[src/rtl/turbo_pkg.sv]
// Shared constants and types for the LTE turbo-code constituent RSC datapath.
package turbo_pkg;

  localparam int KMIN_C   = 40;
  localparam int KMAX_C   = 6144;
  localparam int TAIL_LEN = 3;

  // Polynomials indexed by delay: bit i is the D^i coefficient.
  localparam logic [3:0] G0_POLY = 4'b1101;  // 1 + D^2 + D^3 (feedback)
  localparam logic [3:0] G1_POLY = 4'b1011;  // 1 + D + D^3   (parity)

  typedef enum logic [1:0] {
    IDLE = 2'd0,
    DATA = 2'd1,
    TAIL = 2'd2,
    DONE = 2'd3
  } state_e;

endpackage

[src/rtl/rsc_trellis_step.sv]
// One combinational step of the RSC trellis; state_i[0] is s1 (newest), state_i[2] is s3.
module rsc_trellis_step
  import turbo_pkg::*;
(
  input  logic       tail_i,
  input  logic [2:0] state_i,
  input  logic       sys_i,
  output logic [2:0] next_o,
  output logic       parity_o,
  output logic       fb_o
);

  logic a;

  // During termination the systematic bit equals the feedback, so the register input is zero.
  assign fb_o     = ^(G0_POLY[3:1] & state_i);
  assign a        = tail_i ? 1'b0 : (sys_i ^ fb_o);
  assign parity_o = (G1_POLY[0] & a) ^ (^(G1_POLY[3:1] & state_i));
  assign next_o   = {state_i[1:0], a};

endmodule

[src/rtl/rsc_hd_decoder.sv]
// Hard-decision RSC checker: passes systematic bits through, counts parity mismatches, checks termination.
module rsc_hd_decoder
  import turbo_pkg::*;
#(
  parameter int KMIN = KMIN_C,
  parameter int KMAX = KMAX_C,
  parameter int CW   = 13
) (
  input  logic          clk,
  input  logic          aclr,
  input  logic [31:0]   K,
  input  logic          start,
  input  logic          in_valid,
  output logic          in_ready,
  input  logic          xk,
  input  logic          zk,
  output logic          out_valid,
  input  logic          out_ready,
  output logic          ck,
  output logic          ck_last,
  output logic          busy,
  output logic          done,
  output logic          len_err,
  output logic          tail_err,
  output logic [CW-1:0] err_count
);

  localparam logic [CW-1:0] ONE      = CW'(1);
  localparam logic [CW-1:0] TAIL_END = CW'(TAIL_LEN - 1);

  state_e        state_q;
  logic [2:0]    trel_q;
  logic [CW-1:0] step_q;
  logic [CW-1:0] klen_q;
  logic [CW-1:0] err_q;
  logic          tail_err_q;
  logic          ck_q;
  logic          ck_last_q;
  logic          out_valid_q;
  logic          done_q;
  logic          len_err_q;

  logic [2:0]    trel_d;
  logic          par_exp;
  logic          fb;
  logic          acc;
  logic          k_ok;
  logic          last_data;
  logic          tail_bad;

  rsc_trellis_step u_step (
    .tail_i   (state_q == TAIL),
    .state_i  (trel_q),
    .sys_i    (xk),
    .next_o   (trel_d),
    .parity_o (par_exp),
    .fb_o     (fb)
  );

  assign in_ready  = ((state_q == DATA) && (!out_valid_q || out_ready)) || (state_q == TAIL);
  assign acc       = in_valid && in_ready;
  assign k_ok      = (K >= 32'(KMIN)) && (K <= 32'(KMAX));
  assign last_data = (step_q == (klen_q - ONE));
  assign tail_bad  = (xk != fb) || (zk != par_exp);

  always_ff @(posedge clk or negedge aclr) begin
    if (!aclr) begin
      state_q     <= IDLE;
      trel_q      <= 3'b000;
      step_q      <= '0;
      klen_q      <= '0;
      err_q       <= '0;
      tail_err_q  <= 1'b0;
      ck_q        <= 1'b0;
      ck_last_q   <= 1'b0;
      out_valid_q <= 1'b0;
      done_q      <= 1'b0;
      len_err_q   <= 1'b0;
    end else begin
      done_q    <= 1'b0;
      len_err_q <= 1'b0;
      // A load in DATA below overrides this drain.
      if (out_ready) out_valid_q <= 1'b0;
      case (state_q)
        IDLE: begin
          if (start && !out_valid_q) begin
            if (k_ok) begin
              klen_q     <= K[CW-1:0];
              err_q      <= '0;
              tail_err_q <= 1'b0;
              step_q     <= '0;
              trel_q     <= 3'b000;
              state_q    <= DATA;
            end else begin
              len_err_q <= 1'b1;
            end
          end
        end
        DATA: begin
          if (acc) begin
            if ((zk != par_exp) && (err_q != '1)) err_q <= err_q + ONE;
            trel_q      <= trel_d;
            ck_q        <= xk;
            ck_last_q   <= last_data;
            out_valid_q <= 1'b1;
            if (last_data) begin
              step_q  <= '0;
              state_q <= TAIL;
            end else begin
              step_q <= step_q + ONE;
            end
          end
        end
        TAIL: begin
          if (acc) begin
            trel_q <= trel_d;
            if (tail_bad) tail_err_q <= 1'b1;
            if (step_q == TAIL_END) begin
              if (trel_d != 3'b000) tail_err_q <= 1'b1;
              step_q  <= '0;
              done_q  <= 1'b1;
              state_q <= DONE;
            end else begin
              step_q <= step_q + ONE;
            end
          end
        end
        DONE: state_q <= IDLE;
        default: state_q <= IDLE;
      endcase
    end
  end

  assign out_valid = out_valid_q;
  assign ck        = ck_q;
  assign ck_last   = ck_last_q;
  assign busy      = (state_q != IDLE);
  assign done      = done_q;
  assign len_err   = len_err_q;
  assign tail_err  = tail_err_q;
  assign err_count = err_q;

endmodule

[config.mk]
export PLATFORM = sky130hd
export DESIGN_NAME = rsc_hd_decoder
export DESIGN_NICKNAME = d
export VERILOG_FILES = /design/src/rtl/turbo_pkg.sv /design/src/rtl/rsc_trellis_step.sv /design/src/rtl/rsc_hd_decoder.sv
export SDC_FILE = /design/constraint.sdc
export NUM_CORES = 1
export LEC_CHECK = 0
export CAP_MARGIN = 20
export CORE_ASPECT_RATIO = 0.7
export CORE_MARGIN = 2
export CORE_UTILIZATION = 59
export CTS_BUF_LIST = sky130_fd_sc_hd__clkbuf_8
export DETAILED_ROUTE_END_ITERATION = 10
export PLACE_DENSITY = 0.89
export SETUP_SLACK_MARGIN = 0.15
export SYNTH_ARGS = -nofsm -noshare
export SYNTH_HDL_FRONTEND = slang
export SYNTH_SLANG_ARGS = --single-unit
[constraint.sdc]
create_clock -name clk -period 6.1 [get_ports clk]
set_input_delay 0.61 -clock clk [delete_from_list [all_inputs] [get_ports clk]]
set_output_delay 0.61 -clock clk [all_outputs]
set_load 0.01 [all_outputs]
floorplan.png
Scale: 4 px per um. Pins as bars on the die edge.
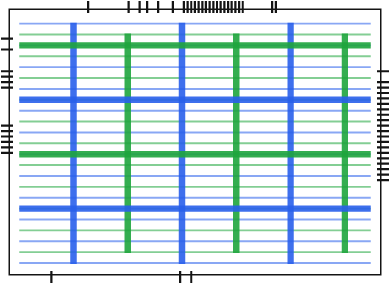
legend:
  VSS:
    color: blue
  VDD:
    color: green
met1 rails: 23
rows: 22

route_heat.png
Scale: 4 px per um. The die is cut into 19 by 13 equal tiles; dark purple is low, yellow is high, scaled to the fullest tile. Values are wire area over tile area, all layers added.
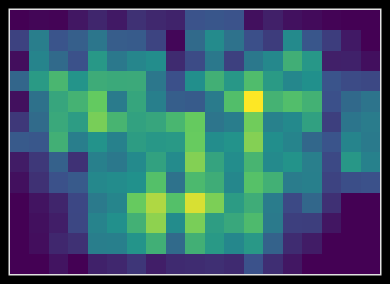
nearly empty tiles: 10%
fullest tile: 0.63
tiles over half the peak: 28%
mean over tiles: 0.22

placed.png
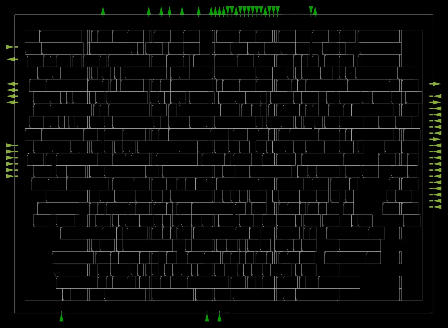
Seq/total area: 0.315
tap cell count: 72
Placeable Area: 5260 sq um
sequential cells: 50

sizing.png
Scale: 3 px per um.
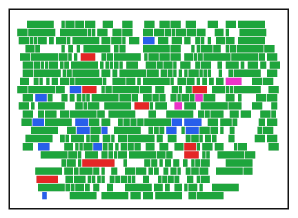
legend:
  x3 and x4:
    color: magenta
    cells: 3
    share: 0.73%
  x2:
    color: blue
    cells: 14
    share: 3.4%
  x6 and larger:
    color: red
    cells: 8
    share: 1.9%
  x1 and smaller:
    color: green
    cells: 386
    share: 94%

[layout by cell type (no fill, tap or decap), types with 6 or more instances in the layout]
master	instances
nand3_1	16
ha_1	8
nor2_1	35
clkdlybuf4s50_1	58
nor4_1	10
inv_1	18
dfrtp_1	50
nand2_1	33
o21ai_0	7
a21oi_1	13
and3_1	10
nor3_1	12
nand4_1	6
a22o_1	10
o22ai_1	6
mux2_1	11
xnor2_1	25
[cell families (layout without fill, tap and decap cells)]
family | count (synthesis) | after routing | synth area share
adder cells (fa/ha/maj) | 8 | 8 | 0.0309
buffers and inverters | 38 | 87 | 0.0472
AND/OR/NAND/NOR | 152 | 152 | 0.247
AND-OR/OR-AND | 66 | 66 | 0.144
flip-flops | 50 | 50 | 0.387
multiplexers | 19 | 19 | 0.0665
XOR/XNOR | 29 | 29 | 0.0785
[through the flow]
step	hold slack (ns)	power, uW	cell area, sq um	utilization	setup WS, ns
4_1_cts	0.512	1160	3950	0.752	2.61
5_1_grt	0.199	1250	3970	0.756	2.33
3_5_place_dp	0.489	914	3830	0.729	2.29
2_1_floorplan	0.314	747	3240	-	3.10
6_report	0.190	1180	3970	0.756	2.57
3_3_place_gp	0.477	898	3830	0.729	2.50
[sequential cells by signal (all words and copies together), names as in the netlist]
register	count
err_count	13
klen_q	13
step_q	13
trel_q	3
state_q	2
ck	1
ck_last	1
done	1
len_err	1
out_valid	1
tail_err	1
[final cells by class]
class	instances	area, sq um	area share
flip-flops and latches	50	1250	0.315
well taps	72	90.1	0.0227
inverters	18	67.6	0.0170
repair buffers	61	613	0.154
multi-input cells	274	1830	0.461
clock inverters	3	48.8	0.0123
clock buffers	5	68.8	0.0173
==> notes.md <==
run metrics: Seq share, synth=0.387, Num CTS Buffers=5, Power Density=296 nW/um^2, Vias=2,982, Pwr top=combinational logic, Worst-path clk slew=0.10 ns, # rows=22, hold buffers post-CTS=0, fmax=283 MHz, Yosys Warn Count=0, Seq pwr share=0.352, CP endpoint=err_count[10], most frequent cell after synthesis=dfrtp_1, DRT Wirelength=8340 um, Max Used Layer=met4, Tot GR Track Use=0.290, status=finished, final reports clean, top cells by count=dfrtp_1 (50), nor2_1 (35), nand2_1 (33), yosys stat area=3240 sq um, tally of OpenROAD warnings=30, min-delay worst type=in2async, Leakage Power=0.00170 uW, Mean Syn Cell Area=8.94 sq um
Power is estimated from default activity; no workload was simulated.
